$ cat config.mk
export PLATFORM = sky130hd
export DESIGN_NAME = bv_and_encode_flat
export DESIGN_NICKNAME = d
export VERILOG_FILES = /design/src/rtl/bv_pkg.sv /design/src/rtl/bv_and_encode_if.sv /design/src/rtl/bv_result_fifo.sv /design/src/rtl/bv_and_encode.sv /design/src/flat_wrapper.sv
export SDC_FILE = /design/constraint.sdc
export NUM_CORES = 1
export LEC_CHECK = 0
export CORE_MARGIN = 2
export CORE_UTILIZATION = 48
export CTS_CLUSTER_SIZE = 25
export DETAILED_ROUTE_END_ITERATION = 16
export GPL_ROUTABILITY_DRIVEN = 0
export PLACE_DENSITY = 0.81
export SLEW_MARGIN = 15
export SYNTH_ARGS = -nofsm -noshare
export SYNTH_HDL_FRONTEND = slang
export SYNTH_HIERARCHICAL = 1
export SYNTH_SLANG_ARGS = --single-unit
export TNS_END_PERCENT = 5
$ cat constraint.sdc
create_clock -name clk -period 4.2 [get_ports clk]
set_input_delay 0.84 -clock clk [delete_from_list [all_inputs] [get_ports clk]]
set_output_delay 0.84 -clock clk [all_outputs]
set_load 0.005 [all_outputs]
$ cat src/rtl/bv_pkg.sv
// Shared constants, result payload and lowest-set-bit encoder for the bv_9_12 AND/encode stage.
// BV_MATCH_VEC_EN adds the full match vector to the result payload.
package bv_pkg;

    localparam int unsigned NUM_STAGES = 4;
    localparam int unsigned BV_W       = 36;
    localparam int unsigned IDX_W      = 6;
    localparam int unsigned CNT_W      = 16;

    typedef struct packed {
        logic             hit;
        logic [IDX_W-1:0] index;
`ifdef BV_MATCH_VEC_EN
        logic [BV_W-1:0]  vec;
`endif
    } bv_result_t;

    // Lowest set bit wins (highest-priority rule); 0 when the vector is empty.
    function automatic logic [IDX_W-1:0] lowest_set(input logic [BV_W-1:0] v);
        logic [IDX_W-1:0] idx;
        idx = '0;
        for (int i = BV_W - 1; i >= 0; i--) begin
            if (v[i]) idx = IDX_W'(i);
        end
        return idx;
    endfunction

endpackage

$ cat src/rtl/bv_and_encode_if.sv
// Result valid/ready bus between bv_and_encode and its consumer.
// BV_MATCH_VEC_EN adds res_vec.
interface bv_and_encode_if;
    import bv_pkg::*;

    logic             res_valid;
    logic             res_ready;
    logic             res_hit;
    logic [IDX_W-1:0] res_index;
`ifdef BV_MATCH_VEC_EN
    logic [BV_W-1:0]  res_vec;
`endif

    modport master (
`ifdef BV_MATCH_VEC_EN
        output res_vec,
`endif
        output res_valid,
        output res_hit,
        output res_index,
        input  res_ready
    );

    modport slave (
`ifdef BV_MATCH_VEC_EN
        input  res_vec,
`endif
        input  res_valid,
        input  res_hit,
        input  res_index,
        output res_ready
    );

endinterface

$ cat src/rtl/bv_result_fifo.sv
// Show-ahead FIFO with extra-MSB pointers; rdata reads zero while empty.
module bv_result_fifo #(
    parameter int unsigned WIDTH = 7,
    parameter int unsigned DEPTH = 8
) (
    input  logic             clk,
    input  logic             reset,
    input  logic             push,
    input  logic             pop,
    input  logic [WIDTH-1:0] wdata,
    output logic [WIDTH-1:0] rdata,
    output logic             full,
    output logic             empty
);

    localparam int unsigned AW = $clog2(DEPTH);
    localparam int unsigned PW = AW + 1;

    logic [PW-1:0]    r_wr_ptr;
    logic [PW-1:0]    r_rd_ptr;
    logic [WIDTH-1:0] r_mem [DEPTH];
    logic             w_pop;
    logic             w_push;

    // A push on a full FIFO is only legal when the head leaves in the same cycle.
    assign w_pop  = pop & ~empty;
    assign w_push = push & (~full | w_pop);

    assign empty = (r_wr_ptr == r_rd_ptr);
    assign full  = (r_wr_ptr[AW] != r_rd_ptr[AW]) && (r_wr_ptr[AW-1:0] == r_rd_ptr[AW-1:0]);
    assign rdata = empty ? '0 : r_mem[r_rd_ptr[AW-1:0]];

    always_ff @(posedge clk or negedge reset) begin
        if (!reset) begin
            r_wr_ptr <= '0;
            r_rd_ptr <= '0;
        end else begin
            if (w_push) r_wr_ptr <= r_wr_ptr + PW'(1);
            if (w_pop)  r_rd_ptr <= r_rd_ptr + PW'(1);
        end
    end

    always_ff @(posedge clk) begin
        if (w_push) r_mem[r_wr_ptr[AW-1:0]] <= wdata;
    end

endmodule

$ cat src/rtl/bv_and_encode.sv
// Aligns stage strobes, ANDs the stage bit vectors, priority-encodes and queues results.
// BV_MATCH_VEC_EN also carries the full match vector to res_vec.
module bv_and_encode
    import bv_pkg::*;
#(
    parameter int unsigned ALIGN_DLY  = 1,
    parameter int unsigned FIFO_DEPTH = 8
) (
    input  logic                       clk,
    input  logic                       reset,
    input  logic [NUM_STAGES-1:0]      stage_enable,
    input  logic [NUM_STAGES*BV_W-1:0] bv_in,
    bv_and_encode_if.master            res,
    output logic                       fifo_full,
    output logic [CNT_W-1:0]           drop_cnt,
    output logic [CNT_W-1:0]           align_err_cnt
);

    localparam int unsigned RES_W = $bits(bv_result_t);

    logic [NUM_STAGES-1:0] w_en_d;
    logic [BV_W-1:0]       w_and;
    logic                  r_v1;
    logic [BV_W-1:0]       r_and_vec;
    logic                  r_v2;
    logic                  r_hit2;
    logic [IDX_W-1:0]      r_idx2;
`ifdef BV_MATCH_VEC_EN
    logic [BV_W-1:0]       r_vec2;
`endif
    logic [CNT_W-1:0]      r_drop_cnt;
    logic [CNT_W-1:0]      r_align_err_cnt;
    bv_result_t            w_wdata;
    bv_result_t            w_rdata;
    logic                  w_full;
    logic                  w_empty;
    logic                  w_pop;
    logic                  w_push;
    logic                  w_drop;

    // S0: per-bit strobe delay so en_d lines up with the stage vectors.
    generate
        if (ALIGN_DLY == 0) begin : g_no_align
            assign w_en_d = stage_enable;
        end else begin : g_align
            logic [ALIGN_DLY-1:0][NUM_STAGES-1:0] r_en_sr;
            always_ff @(posedge clk or negedge reset) begin
                if (!reset) begin
                    r_en_sr <= '0;
                end else begin
                    r_en_sr[0] <= stage_enable;
                    for (int k = 1; k < int'(ALIGN_DLY); k++) r_en_sr[k] <= r_en_sr[k-1];
                end
            end
            assign w_en_d = r_en_sr[ALIGN_DLY-1];
        end
    endgenerate

    always_comb begin
        w_and = '1;
        for (int i = 0; i < int'(NUM_STAGES); i++) w_and &= bv_in[i*BV_W +: BV_W];
    end

    // S1 merge and S2 encode; a partial strobe set is an alignment error, not a lookup.
    always_ff @(posedge clk or negedge reset) begin
        if (!reset) begin
            r_v1            <= 1'b0;
            r_and_vec       <= '0;
            r_v2            <= 1'b0;
            r_hit2          <= 1'b0;
            r_idx2          <= '0;
`ifdef BV_MATCH_VEC_EN
            r_vec2          <= '0;
`endif
            r_align_err_cnt <= '0;
        end else begin
            r_v1 <= &w_en_d;
            if (&w_en_d) begin
                r_and_vec <= w_and;
            end else if (|w_en_d) begin
                if (r_align_err_cnt != '1) r_align_err_cnt <= r_align_err_cnt + CNT_W'(1);
            end
            r_v2 <= r_v1;
            if (r_v1) begin
                r_hit2 <= |r_and_vec;
                r_idx2 <= lowest_set(r_and_vec);
`ifdef BV_MATCH_VEC_EN
                r_vec2 <= r_and_vec;
`endif
            end
        end
    end

    assign w_pop  = ~w_empty & res.res_ready;
    assign w_push = r_v2 & (~w_full | w_pop);
    assign w_drop = r_v2 & w_full & ~w_pop;

    always_ff @(posedge clk or negedge reset) begin
        if (!reset) begin
            r_drop_cnt <= '0;
        end else if (w_drop && (r_drop_cnt != '1)) begin
            r_drop_cnt <= r_drop_cnt + CNT_W'(1);
        end
    end

    always_comb begin
        w_wdata       = '0;
        w_wdata.hit   = r_hit2;
        w_wdata.index = r_idx2;
`ifdef BV_MATCH_VEC_EN
        w_wdata.vec   = r_vec2;
`endif
    end

    bv_result_fifo #(
        .WIDTH (RES_W),
        .DEPTH (FIFO_DEPTH)
    ) u_fifo (
        .clk   (clk),
        .reset (reset),
        .push  (w_push),
        .pop   (w_pop),
        .wdata (w_wdata),
        .rdata (w_rdata),
        .full  (w_full),
        .empty (w_empty)
    );

    assign res.res_valid = ~w_empty;
    assign res.res_hit   = w_rdata.hit;
    assign res.res_index = w_rdata.index;
`ifdef BV_MATCH_VEC_EN
    assign res.res_vec   = w_rdata.vec;
`endif
    assign fifo_full     = w_full;
    assign drop_cnt      = r_drop_cnt;
    assign align_err_cnt = r_align_err_cnt;

endmodule

$ cat src/flat_wrapper.sv
// flat-port wrapper written by rule: the top's interface ports become plain ports
module bv_and_encode_flat import bv_pkg::*;
#(
    parameter int unsigned ALIGN_DLY  = 1,
    parameter int unsigned FIFO_DEPTH = 8
)
  (clk, reset, stage_enable, bv_in, fifo_full, drop_cnt, align_err_cnt, res_res_valid, res_res_hit, res_res_index, res_res_ready);
  bv_and_encode_if res_i ();
  input  logic clk;
  input  logic reset;
  input  logic [NUM_STAGES-1:0] stage_enable;
  input  logic [NUM_STAGES*BV_W-1:0] bv_in;
  output logic fifo_full;
  output logic [CNT_W-1:0] drop_cnt;
  output logic [CNT_W-1:0] align_err_cnt;
  output wire logic [$bits(res_i.res_valid)-1:0] res_res_valid;
  output wire logic [$bits(res_i.res_hit)-1:0] res_res_hit;
  output wire logic [$bits(res_i.res_index)-1:0] res_res_index;
  input wire logic [$bits(res_i.res_ready)-1:0] res_res_ready;
  assign res_res_valid = res_i.res_valid;
  assign res_res_hit = res_i.res_hit;
  assign res_res_index = res_i.res_index;
  assign res_i.res_ready = res_res_ready;
  bv_and_encode #(.ALIGN_DLY(ALIGN_DLY), .FIFO_DEPTH(FIFO_DEPTH)) u_core (.clk(clk), .reset(reset), .stage_enable(stage_enable), .bv_in(bv_in), .res(res_i), .fifo_full(fifo_full), .drop_cnt(drop_cnt), .align_err_cnt(align_err_cnt));
endmodule
Run 1, signal wires on met1:
Bar = 20 µm. Cells faint in the background.
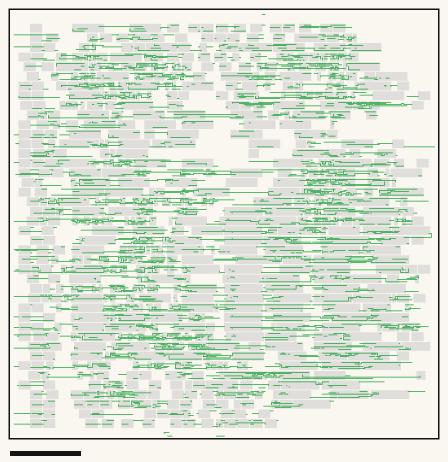
longest straight run	33.1 µm
wire length on this layer	6180 µm
main direction	horizontal
nets with wire on the layer	797
share of all routed wire	40%

Run 1, M2 wires:
Bar = 20 µm. Cells faint in the background.
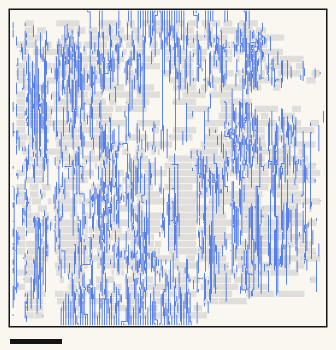
wire length on this layer	8310 µm
main direction	vertical
longest straight run	45.9 µm
share of all routed wire	54%
nets with wire on the layer	795

Run 1, the metal 3 layer:
Bar = 20 µm. Cells faint in the background.
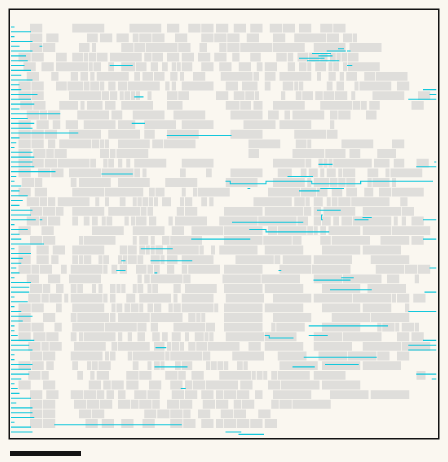
wire length on this layer	809 µm
longest straight run	35.6 µm

==> results.sh, run 1 <==
# source this file to load flow results
export IMPL_io_pins=192
export IMPL_placementRows=42
export IMPL_crit_family="simple AND/OR/NAND/NOR gates"
export IMPL_edf_count=56
export IMPL_setup_viol_count_final=0
export IMPL_n_clock_buffer=19
export IMPL_place_ws_ns=0.600
export IMPL_maxCapViolCount=0
export IMPL_area_growth_pct=39.7
export IMPL_die_h_um=121
export IMPL_fin_area_um2=9140
export IMPL_placed_cell_area_um2=8600
export IMPL_initCoreUtil_pct=49.2
export IMPL_met1Wirelength_um=6180
export IMPL_tns_ns=0
export IMPL_initialDrtViolationCount=332
export IMPL_postCtsSetupBuffers=0
export IMPL_power_mw=4.46
export IMPL_dieArea_um2=14600
export IMPL_use_met1_pct=27.2
export IMPL_cts_root_buf="clkbuf_16"
export IMPL_fin_util_pct=68.7
export IMPL_slowest_delay_ns=0.86
export IMPL_clkLatencyLatePin_ns=0.40
export IMPL_power_density_nw_per_um2=488
export IMPL_wl_met2_um=8310
export IMPL_status="finished clean"
export IMPL_seq_share_pct=42.8
export IMPL_hold_class="reg2reg"
export IMPL_p_leak_nw=3.55
export IMPL_vdd_drop_max_v=0.000327
export IMPL_ys_types=55
export IMPL_max_slew_margin_pct=27.4
export IMPL_io_buffers=191
export IMPL_drive_gt1_share_pct=8.49
export IMPL_r2r_start="u_core/u_fifo/r_rd_ptr[1]"
export IMPL_grt_use_met3_pct=4.76
export IMPL_diodes=0
export IMPL_inverters=16
export IMPL_min_from="u_core/align_err_cnt[14]"
export IMPL_critical_path_class="reg2reg"
export IMPL_top_layer="met4"
export IMPL_yosysTopAreaCell="dfrtp_1"
export IMPL_wl_per_cell_um=16.7
export IMPL_grt_pass1_vias=5366
export IMPL_overflow=0
export IMPL_ff2ff_path_depth=6
export IMPL_post_route_period_util_pct=87.3
export IMPL_synth_seq_share_pct=59.8
export IMPL_gr_usage_met2_pct=40.3
export IMPL_crit_chain="xnor2_1, and4_1, nand2b_1, a21boi_0, nand3b_1, nor3_1"
export IMPL_endpoint_kind="flip-flop"
export IMPL_worst_slack_ns=0.532
export IMPL_track_usage_pct=22.5
export IMPL_numClockSinks=145
export IMPL_finalClockSkew_ns=0.00614
export IMPL_logic_gates=365
export IMPL_htreeDepth=4
run 1: per-stage QoR:
stage | instances | hold WS (ns)
floorplan | 547 | 0.349
global placement | 899 | 0.480
detailed placement | 899 | 0.498
CTS | 930 | 0.509
global route | 930 | 0.529
finish | 930 | 0.508
run 1: logic make-up after synthesis:
| family | after synthesis | synth area share [%] |
|---|---|---|
| AOI/OAI and AO/OA | 70 | 6.35 |
| xor gates and xnor gates | 37 | 5.07 |
| adders and majority gates | 4 | 0.765 |
| buffers and inverters | 37 | 2.74 |
| DFF | 145 | 59.8 |
| muxes | 27 | 7.00 |
| and+or+nand+nor | 227 | 18.3 |
run 1: worst max path at each step:
| stage | from | endpoint | slack [ns] | cells past startpoint |
|---|---|---|---|---|
| after floorplan | u_core/u_fifo/r_wr_ptr[0] | u_core/u_fifo/r_mem[5][0] | 1.11 | 8 |
| after global placement | u_core/u_fifo/r_rd_ptr[1] | u_core/u_fifo/r_mem[6][6] | 0.79 | 6 |
| after detailed placement | u_core/u_fifo/r_rd_ptr[1] | u_core/u_fifo/r_mem[1][5] | 0.60 | 6 |
| after CTS | u_core/u_fifo/r_rd_ptr[1] | u_core/u_fifo/r_mem[1][6] | 0.57 | 6 |
| after global routing | u_core/u_fifo/r_rd_ptr[1] | u_core/u_fifo/r_mem[1][6] | 0.30 | 6 |
| final | u_core/u_fifo/r_rd_ptr[1] | u_core/u_fifo/r_mem[1][6] | 0.53 | 6 |
run 1: power by group:
part | internal [mW] | leakage (nW) | switching (mW)
sequential | 1.65 | 1.69 | 0.260
clock | 0.813 | 0.258 | 0.558
combinational | 0.702 | 1.60 | 0.475
--- run 2 (diff from run 1) ---
Settings changed: SLEW_MARGIN 15 to 20.
Run 2, met4 routing:
Bar = 20 µm.
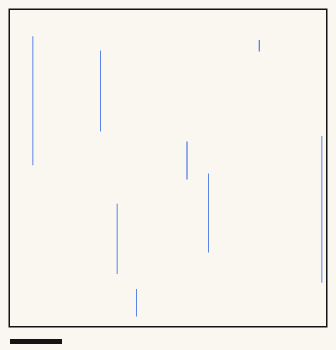
main direction	vertical
longest straight run	55.8 µm

==> results.sh, run 2 <==
# source this file to load flow results
export IMPL_grt_pass1_vias=5366
export IMPL_clkLatencyLatePin_ns=0.40
export IMPL_ys_types=55
export IMPL_postCtsSetupBuffers=0
export IMPL_vdd_drop_max_v=0.000327
export IMPL_hold_class="reg2reg"
export IMPL_worstSetupEndpoint="u_core/u_fifo/r_mem[1][6]"
export IMPL_power_mw=4.46
export IMPL_instances_no_fill=930
export IMPL_mux_area_share_pct=7.00
export IMPL_p_leak_nw=3.55
export IMPL_dieArea_um2=14600
export IMPL_synth_adder_area_share_pct=0.765
export IMPL_status="finished clean"
export IMPL_finalClockSkew_ns=0.00614
export IMPL_die_h_um=121
export IMPL_fin_util_pct=68.7
export IMPL_io_pins=192
export IMPL_xor_share_pct=5.07
export IMPL_min_from="u_core/align_err_cnt[14]"
export IMPL_numClockSinks=145
export IMPL_r2r_start="u_core/u_fifo/r_rd_ptr[1]"
export IMPL_cts_root_buf="clkbuf_16"
export IMPL_p_int_mw=3.17
export IMPL_track_usage_pct=22.5
export IMPL_overflow=0
export IMPL_endpoint_kind="flip-flop"
export IMPL_htreeDepth=4
export IMPL_power_density_nw_per_um2=488
export IMPL_placementRows=42
export IMPL_maxCapViolCount=0
export IMPL_io_buffers=191
export IMPL_crit_start="u_core/u_fifo/r_rd_ptr[1]"
export IMPL_post_route_period_util_pct=87.3
export IMPL_max_slew_margin_pct=27.4
export IMPL_critical_path_class="reg2reg"
export IMPL_synthTopLogicFamily="simple AND/OR/NAND/NOR gates"
export IMPL_synth_seq_share_pct=59.8
export IMPL_edf_count=56
export IMPL_pwr_share_comb_pct=26.4
export IMPL_dp_cells=899
Run 2, the metal 3 layer:
Bar = 20 µm. Cells faint in the background.
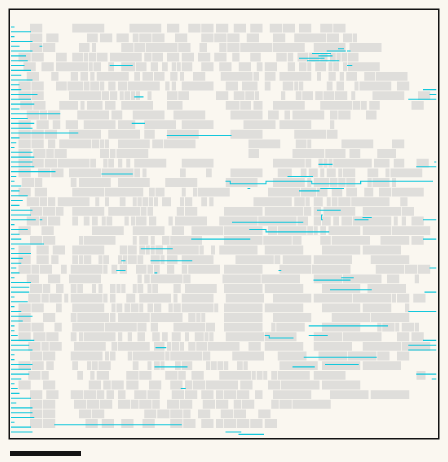
DR vias: 5104
WL final: 15500 µm

-- run 2: cell counts after synthesis --
No cell type changed its count.
-- run 2: routing by layer --
layer | track usage (%) | share of wire, % | up-vias
li1 | - | - | 2429
met1 | 27.2 | 40 | 2474
met2 | 40.3 | 54 | 182
met3 | 4.76 | 5.2 | 19
met4 | 7.12 | 1.4 | 0
met5 | 0 | 0 | -
-- run 2: cell families after synthesis --
group | count (synthesis)
buffers and inverters | 37
AND-OR/OR-AND | 70
XOR/XNOR | 37
multiplexers | 27
AND/OR/NAND/NOR | 227
adder cells (fa/ha/maj) | 4
flip-flops | 145
-- run 2: critical path, stage by stage, from the launching register on --
cell and delay (ns):
dfrtp_1 0.86, xnor2_1 0.21, and4_1 0.34, nand2b_1 0.25, a21boi_0 0.58, nand3b_1 0.18, nor3_1 0.86
-- run 2: layout make-up --
type / count / area [µm²] / share of cell area (%)
flip-flops and latches: 145 / 3910 / 42.8
repair buffers: 197 / 1950 / 21.4
clock buffers: 19 / 433 / 4.74
clock inverters: 12 / 110 / 1.20
well taps: 176 / 220 / 2.41
multi-input cells: 365 / 2450 / 26.8
inverters: 16 / 60.1 / 0.657
-- run 2: power by group through the flow --
stage          sequential (mW)  combinational (mW)  clock, mW
6_report                  1.91                1.18       1.37
5_1_grt                   1.95                1.30       1.46
4_1_cts                   1.91                1.19       1.40
3_5_place_dp              1.94                1.18          0
3_3_place_gp              1.91                1.13          0
2_1_floorplan             1.81               0.770          0
-- run 2: stage by stage --
stage	setup slack (ns)	hold slack [ns]	cell area (µm²)
6_report	0.532	0.508	9140
5_1_grt	0.298	0.529	9140
4_1_cts	0.566	0.509	9140
3_5_place_dp	0.600	0.498	8600
3_3_place_gp	0.794	0.480	8600
2_1_floorplan	1.11	0.349	6540
--- run 3 (diff from run 2) ---
Settings changed: SKIP_CTS_REPAIR_TIMING set to 1.
Run 3, the metal 3 layer:
Bar = 20 µm. Cells faint in the background.
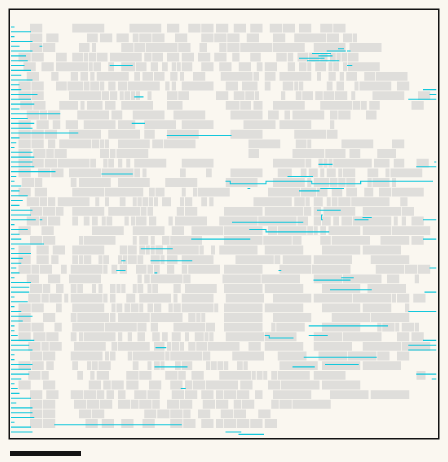
met3 Use GR: 4.76%

==> results.sh, run 3 <==
# source this file to load flow results
export IMPL_clkLatencyLatePin_ns=0.40
export IMPL_p_leak_nw=3.55
export IMPL_io_buffers=191
export IMPL_dieArea_um2=14600
export IMPL_die_h_um=121
export IMPL_num_vias=5104
export IMPL_placed_cell_area_um2=8600
export IMPL_fin_util_pct=68.7
export IMPL_top_layer="met4"
export IMPL_seq_power_share_pct=42.9
export IMPL_met1Wirelength_um=6180
export IMPL_pwr_share_comb_pct=26.4
export IMPL_p_int_mw=3.17
export IMPL_setup_viol_count_final=0
export IMPL_area_growth_pct=39.7
export IMPL_worst_slack_ns=0.532
export IMPL_wl_per_cell_um=16.7
export IMPL_critical_path_buf_inv_count=0
export IMPL_io_pins=192
export IMPL_wl_um=15500
export IMPL_yosysTopAreaCell="dfrtp_1"
export IMPL_cts_root_buf="clkbuf_16"
export IMPL_slowest_delay_ns=0.86
export IMPL_critPathSlowestCell="dfrtp_1"
export IMPL_place_ws_ns=0.600
export IMPL_grt_pass1_vias=5366
export IMPL_hold_class="reg2reg"
export IMPL_critical_path_class="reg2reg"
export IMPL_power_density_nw_per_um2=488
export IMPL_overflow=0
export IMPL_fin_area_um2=9140
export IMPL_status="finished clean"
export IMPL_edf_count=56
export IMPL_initialDrtViolationCount=332
export IMPL_numClockSinks=145
export IMPL_ys_types=55
export IMPL_crit_chain="xnor2_1, and4_1, nand2b_1, a21boi_0, nand3b_1, nor3_1"
export IMPL_initCoreUtil_pct=49.2
Run 3, met4 routing:
Bar = 20 µm.
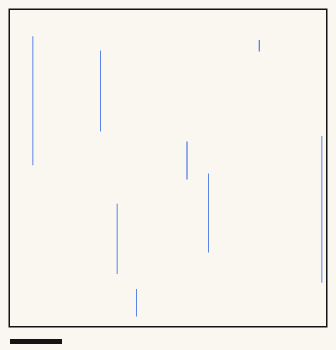

==> run 3: cell counts in the layout (fill, tap and decap cells not counted) <==
No cell type changed its count.
==> run 3: final cells by class <==
cell class              instances  area share [%]
clock inverters                12            1.20
multi-input cells             365            26.8
well taps                     176            2.41
inverters                      16           0.657
repair buffers                197            21.4
flip-flops and latches        145            42.8
clock buffers                  19            4.74
==> run 3: cell families (layout without fill, tap and decap cells) <==
logic type | Yosys count | after routing | share of synthesized area [%]
AND-OR/OR-AND | 70 | 70 | 6.35
XOR/XNOR | 37 | 37 | 5.07
adder cells (fa/ha/maj) | 4 | 4 | 0.765
buffers and inverters | 37 | 244 | 2.74
flip-flops | 145 | 145 | 59.8
multiplexers | 27 | 27 | 7.00
AND/OR/NAND/NOR | 227 | 227 | 18.3
==> run 3: final timing paths <==
| check | cells past startpoint | startpoint | endpoint |
|---|---|---|---|
| hold reg to reg | 1 | u_core/align_err_cnt[14] | u_core/align_err_cnt[14] |
| min in group asynchronous | 1 | reset | u_core/r_and_vec[32] |
| setup reg to reg | 6 | u_core/u_fifo/r_rd_ptr[1] | u_core/u_fifo/r_mem[1][6] |
| setup / recovery | 6 | u_core/u_fifo/r_rd_ptr[1] | u_core/u_fifo/r_mem[1][6] |
| max in group asynchronous | 2 | reset | u_core/align_err_cnt[14] |
| hold / removal | 1 | u_core/align_err_cnt[14] | u_core/align_err_cnt[14] |
==> run 3: power groups by stage <==
stage	Clock, mW	Sequential (mW)	Combinational, mW
6_report	1.37	1.91	1.18
2_1_floorplan	0	1.81	0.770
5_1_grt	1.46	1.95	1.30
4_1_cts	1.40	1.91	1.19
3_3_place_gp	0	1.91	1.13
3_5_place_dp	0	1.94	1.18
No activity file was given, so power comes from the tool's default toggle rates.
